===== config.mk =====
export PLATFORM = sky130hd
export DESIGN_NAME = tlb_refill_engine
export DESIGN_NICKNAME = d
export VERILOG_FILES = /design/src/rtl/tlb_refill_engine.sv
export SDC_FILE = /design/constraint.sdc
export NUM_CORES = 1
export LEC_CHECK = 0
export CORE_MARGIN = 2
export CORE_UTILIZATION = 25
export CTS_CLUSTER_SIZE = 30
export DETAILED_ROUTE_END_ITERATION = 8
export PLACE_DENSITY_LB_ADDON = 0.25
export SKIP_CTS_REPAIR_TIMING = 1
export SLEW_MARGIN = 20
export SYNTH_ARGS = -nofsm -noshare
export SYNTH_HDL_FRONTEND = slang
export SYNTH_SLANG_ARGS = --single-unit

===== constraint.sdc =====
create_clock -name clk -period 2.34 [get_ports clk]
set_clock_uncertainty 0.1 [all_clocks]
set_input_delay 0.585 -clock clk [delete_from_list [all_inputs] [get_ports clk]]
set_output_delay 0.585 -clock clk [all_outputs]
set_load 0.01 [all_outputs]

===== src/rtl/tlb_refill_engine.sv =====
// TLB miss handler: round-robin grant over requesters, one page-table walk at a time, and
// coalesced completion of every port waiting on the walked VPN.
module tlb_refill_engine #(
    parameter int unsigned VA_WIDTH       = 32,
    parameter int unsigned OFFSET_BITS    = 12,
    parameter int unsigned PPN_WIDTH      = 20,
    parameter int unsigned NUM_PORTS      = 2,
    parameter int unsigned TIMEOUT_CYCLES = 255,
    localparam int unsigned VPN_W         = VA_WIDTH - OFFSET_BITS
) (
    input  logic                          clk,
    input  logic                          reset,
    input  logic [NUM_PORTS-1:0]          miss_valid,
    input  logic [NUM_PORTS*VA_WIDTH-1:0] miss_vaddr,
    output logic [NUM_PORTS-1:0]          miss_done,
    output logic                          miss_fault,
    output logic                          pt_req_valid,
    input  logic                          pt_req_ready,
    output logic [VPN_W-1:0]              pt_req_vpn,
    input  logic                          pt_rsp_valid,
    input  logic [PPN_WIDTH-1:0]          pt_rsp_ppn,
    input  logic                          pt_rsp_fault,
    output logic                          tlb_we,
    output logic [VPN_W-1:0]              tlb_vpn,
    output logic [PPN_WIDTH-1:0]          tlb_ppn,
    output logic                          busy
);
    localparam int unsigned CNT_W = $clog2(TIMEOUT_CYCLES + 1);
    localparam int unsigned IDX_W = (NUM_PORTS > 1) ? $clog2(NUM_PORTS) : 1;

    typedef enum logic [2:0] {StIdle, StReq, StWait, StFill, StDoneF} state_t;

    state_t               state_q;
    logic [VPN_W-1:0]     vpn_q;
    logic [PPN_WIDTH-1:0] ppn_q;
    logic [IDX_W-1:0]     grant_q;
    logic [IDX_W-1:0]     rr_q;
    logic [CNT_W-1:0]     cnt_q;

    logic [VPN_W-1:0]     port_vpn [NUM_PORTS];
    logic [NUM_PORTS-1:0] done_set;
    logic                 grant_found;
    logic [IDX_W-1:0]     grant_idx;
    logic [IDX_W-1:0]     rr_next;
    logic [IDX_W:0]       scan_sum;
    logic [CNT_W-1:0]     cnt_inc;
    logic                 timeout_hit;

    always_comb begin
        for (int j = 0; j < NUM_PORTS; j++) begin
            port_vpn[j] = miss_vaddr[j*VA_WIDTH+OFFSET_BITS +: VPN_W];
        end
    end

    // Scan ports starting at the round-robin pointer, wrapping modulo NUM_PORTS.
    always_comb begin
        grant_found = 1'b0;
        grant_idx   = '0;
        scan_sum    = '0;
        for (int k = 0; k < NUM_PORTS; k++) begin
            scan_sum = {1'b0, rr_q} + (IDX_W+1)'(k);
            if (scan_sum >= (IDX_W+1)'(NUM_PORTS)) begin
                scan_sum = scan_sum - (IDX_W+1)'(NUM_PORTS);
            end
            if (!grant_found && miss_valid[scan_sum[IDX_W-1:0]]) begin
                grant_found = 1'b1;
                grant_idx   = scan_sum[IDX_W-1:0];
            end
        end
    end

    assign rr_next = (grant_idx == IDX_W'(NUM_PORTS - 1)) ? '0 : grant_idx + 1'b1;

    // Granted port always completes, even if it dropped its request early.
    always_comb begin
        done_set = '0;
        for (int j = 0; j < NUM_PORTS; j++) begin
            done_set[j] = miss_valid[j] && (port_vpn[j] == vpn_q);
        end
        done_set[grant_q] = 1'b1;
    end

    assign cnt_inc     = cnt_q + 1'b1;
    assign timeout_hit = (cnt_inc == CNT_W'(TIMEOUT_CYCLES));

    always_ff @(posedge clk or posedge reset) begin
        if (reset) begin
            state_q      <= StIdle;
            vpn_q        <= '0;
            ppn_q        <= '0;
            grant_q      <= '0;
            rr_q         <= '0;
            cnt_q        <= '0;
            pt_req_valid <= 1'b0;
            tlb_we       <= 1'b0;
            miss_done    <= '0;
            miss_fault   <= 1'b0;
        end else begin
            tlb_we     <= 1'b0;
            miss_done  <= '0;
            miss_fault <= 1'b0;
            unique case (state_q)
                StIdle: begin
                    if (grant_found) begin
                        vpn_q        <= port_vpn[grant_idx];
                        grant_q      <= grant_idx;
                        rr_q         <= rr_next;
                        pt_req_valid <= 1'b1;
                        state_q      <= StReq;
                    end
                end
                StReq: begin
                    if (pt_req_ready) begin
                        pt_req_valid <= 1'b0;
                        cnt_q        <= '0;
                        state_q      <= StWait;
                    end
                end
                StWait: begin
                    cnt_q <= cnt_inc;
                    // A response arriving on the timeout cycle takes priority.
                    if (pt_rsp_valid && !pt_rsp_fault) begin
                        ppn_q     <= pt_rsp_ppn;
                        tlb_we    <= 1'b1;
                        miss_done <= done_set;
                        state_q   <= StFill;
                    end else if (pt_rsp_valid || timeout_hit) begin
                        miss_done  <= done_set;
                        miss_fault <= 1'b1;
                        state_q    <= StDoneF;
                    end
                end
                StFill, StDoneF: state_q <= StIdle;
                default:         state_q <= StIdle;
            endcase
        end
    end

    assign pt_req_vpn = vpn_q;
    assign tlb_vpn    = vpn_q;
    assign tlb_ppn    = ppn_q;
    assign busy       = (state_q != StIdle);

endmodule


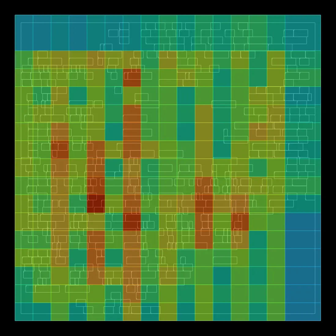
(routing congestion)
utilization of the core after routing: 39.7%
average wire length per cell after detail routing: 14.4 um
global-route met1 utilization: 16.0%
met2 layer usage reported by global route: 20.3%

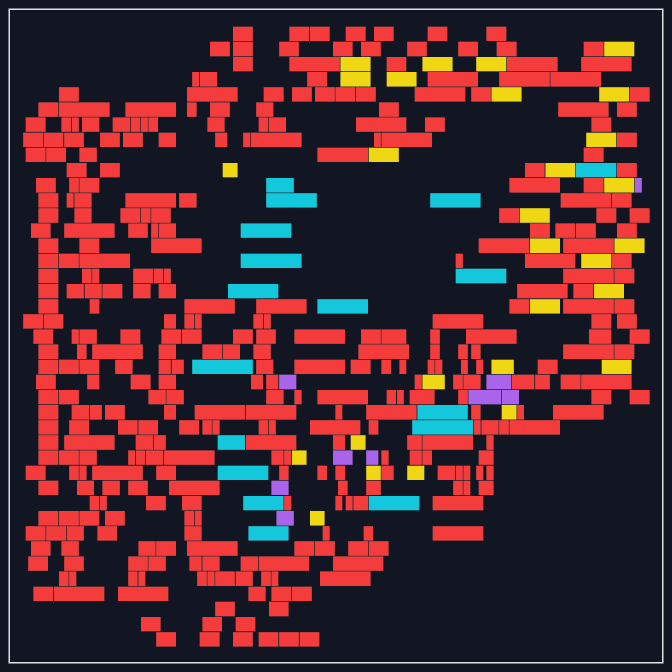
(sizing map)
Key: drive 6 and up = cyan [cells 17, most used clkbuf_16]; drive 3 to 4 = yellow [cells 28, most used mux2_4]; drive 1 or less = red [cells 366, most used clkdlybuf4s50_1]; drive 2 = purple [cells 9, most used o21ai_2]

==> results.txt <==
The synthesis and place-and-route flow finished, so here is a summary.

The worst setup path startpoint is state_q[2]. The switching part of the total power is 32.6%. The sequential fraction of design power came out at 29.5%. The worst hold path stage count is 1. The first global-routing pass estimated 13400 um of wire. The setup slack after layout came out at 90.9 ps. In the synthesized netlist the async set-or-reset flop fraction comes to 100%. The clock network fraction of design power is 25.1%.

The largest fanout of any net on the critical path came out at 5. The switching power came out at 2.03 mW. Across all stage logs, warnings added up to 51.

STA classifies the critical path startpoint as a flip-flop. The flow ran to the end, and the final reports show no timing, DRC or antenna violations. The non-filler instance count after layout came out at 592.

Looking at hold timing, the worst path starts from grant_q. The placement row count is 41. The worst pin sits at a relative slew slack of 73.4%. The synth_stat.txt file lists the number of cells as 292.

Checking hold timing, the worst path is listed with class flip-flop to flip-flop. The sequential fraction of the synthesis area is 45.3%. The fraction of layout cells with a size suffix above 1 came out at 12.9%.

The final net count is 508. The maximum resistive drop on vdd is 0.000557 V. The die width came out at 117 um. The insertion delay at the late pin of the worst-skew pair is 320 ps. Data on the critical path arrives at its endpoint at 1560 ps. The via count of the first global-routing pass came out at 2643. The time the final worst path needs with I/O delays and setup came out at 2250 ps. The overall overflow remaining after global route is 0. The routability congestion estimate from global placement is 0.758.

The count of input and output buffers is 132. Once placement finished, the instance area stood at 4630 um^2. The number of max-slew violations in the final report came out at 0. The data required time at the worst endpoint is 1650 ps. The post-layout total power came out at 6.23 mW. The cell at the root of the clock tree is clkbuf_16. Per the timing report, the most critical flop-to-flop path originates at cnt_q[0]. Looking at the setup timing report, the critical path kind is flip-flop to output pin. Looking at the cell usage after synthesis, the top flip-flop cell is dfrtp_1. Once detailed placement completed, the half-perimeter wirelength came to 6310 um. The number of endpoints with negative hold slack in the final report came out at 0. Looking at the hold checks, the worst path lands on miss_done[0].

The path depth of the worst reg2reg path came out at 5.
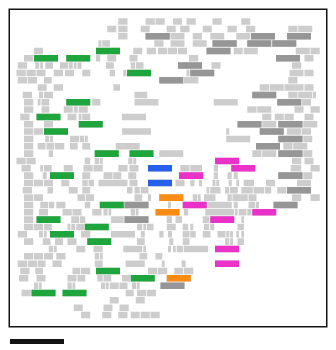
(where the registers sit)
Scale bar: 20 um. Other sequential cells in the stronger gray, the rest of the logic in the fainter gray.
Key: `state_q` = orange [sequential cells 3]; `miss_done` = blue [sequential cells 2]; `pt_req_vpn` = green [sequential cells 20]; `cnt_q` = magenta [sequential cells 8]
Another 25 sequential cells are not colored.

[routing by layer]
layer	share of wire (%)	global-route usage, %
met1	44	16.0
met2	45	20.3
met3	9.8	5.72
met4	1.3	4.00
met5	0	0
[cell families after synthesis]
logic type      synth area share (%)
compound gates                  7.70
xor+xnor                        12.3
fa+ha+maj                      0.781
buf+inv                         7.07
flops                           45.3
mux                             15.9
simple gates                    11.0
[layout make-up]
type	instances	area, um^2	share of cell area (%)
Multi-Input combinational cell	201	1530	30.6
Timing Repair Buffer	140	1420	28.5
Sequential cell	58	1450	29.1
Clock inverter	4	97.6	1.96
Clock buffer	12	256	5.14
Inverter	5	18.8	0.376
Tap cell	172	215	4.32
[power by group through the flow]
stage	clock, mW	combinational, mW	sequential [mW]
final	1.56	2.83	1.84
after global routing	1.66	3.08	1.92
after detailed placement	0	2.86	1.85
after floorplan	0	1.42	1.96
after global placement	0	2.85	1.83
after CTS	1.61	2.88	1.85
[Yosys cell counts (2+ instances only)]
library cell  instances  area share [%]
nand4_1               7             1.4
mux2_4               19             8.9
mux2i_1              20             6.3
o31ai_1               2            0.47
ha_1                  2            0.78
o21ai_0               6            0.94
buf_2                 4            0.63
xor2_1                8             2.2
nand3_1               5            0.78
dfrtp_1              58              45
xnor2_1              35             9.6
o21ai_2               2            0.55
nor2_1                9             1.1
nor3_1                2            0.31
buf_4                22             5.2
nor4_1                4            0.78
nand2_1              32             3.8
o21ai_1              26             4.1
a21oi_1               3            0.47
buf_6                 2            0.70
mux2_1                2            0.70
inv_1                 5            0.59
a21o_1                2            0.47
[critical path, stage by stage (launching register included)]
cell             delay (ps)
dfrtp_1                 430
nor3_2                  230
inv_1                   100
clkdlybuf4s50_1         490
Power and IR drop assume default switching activity.
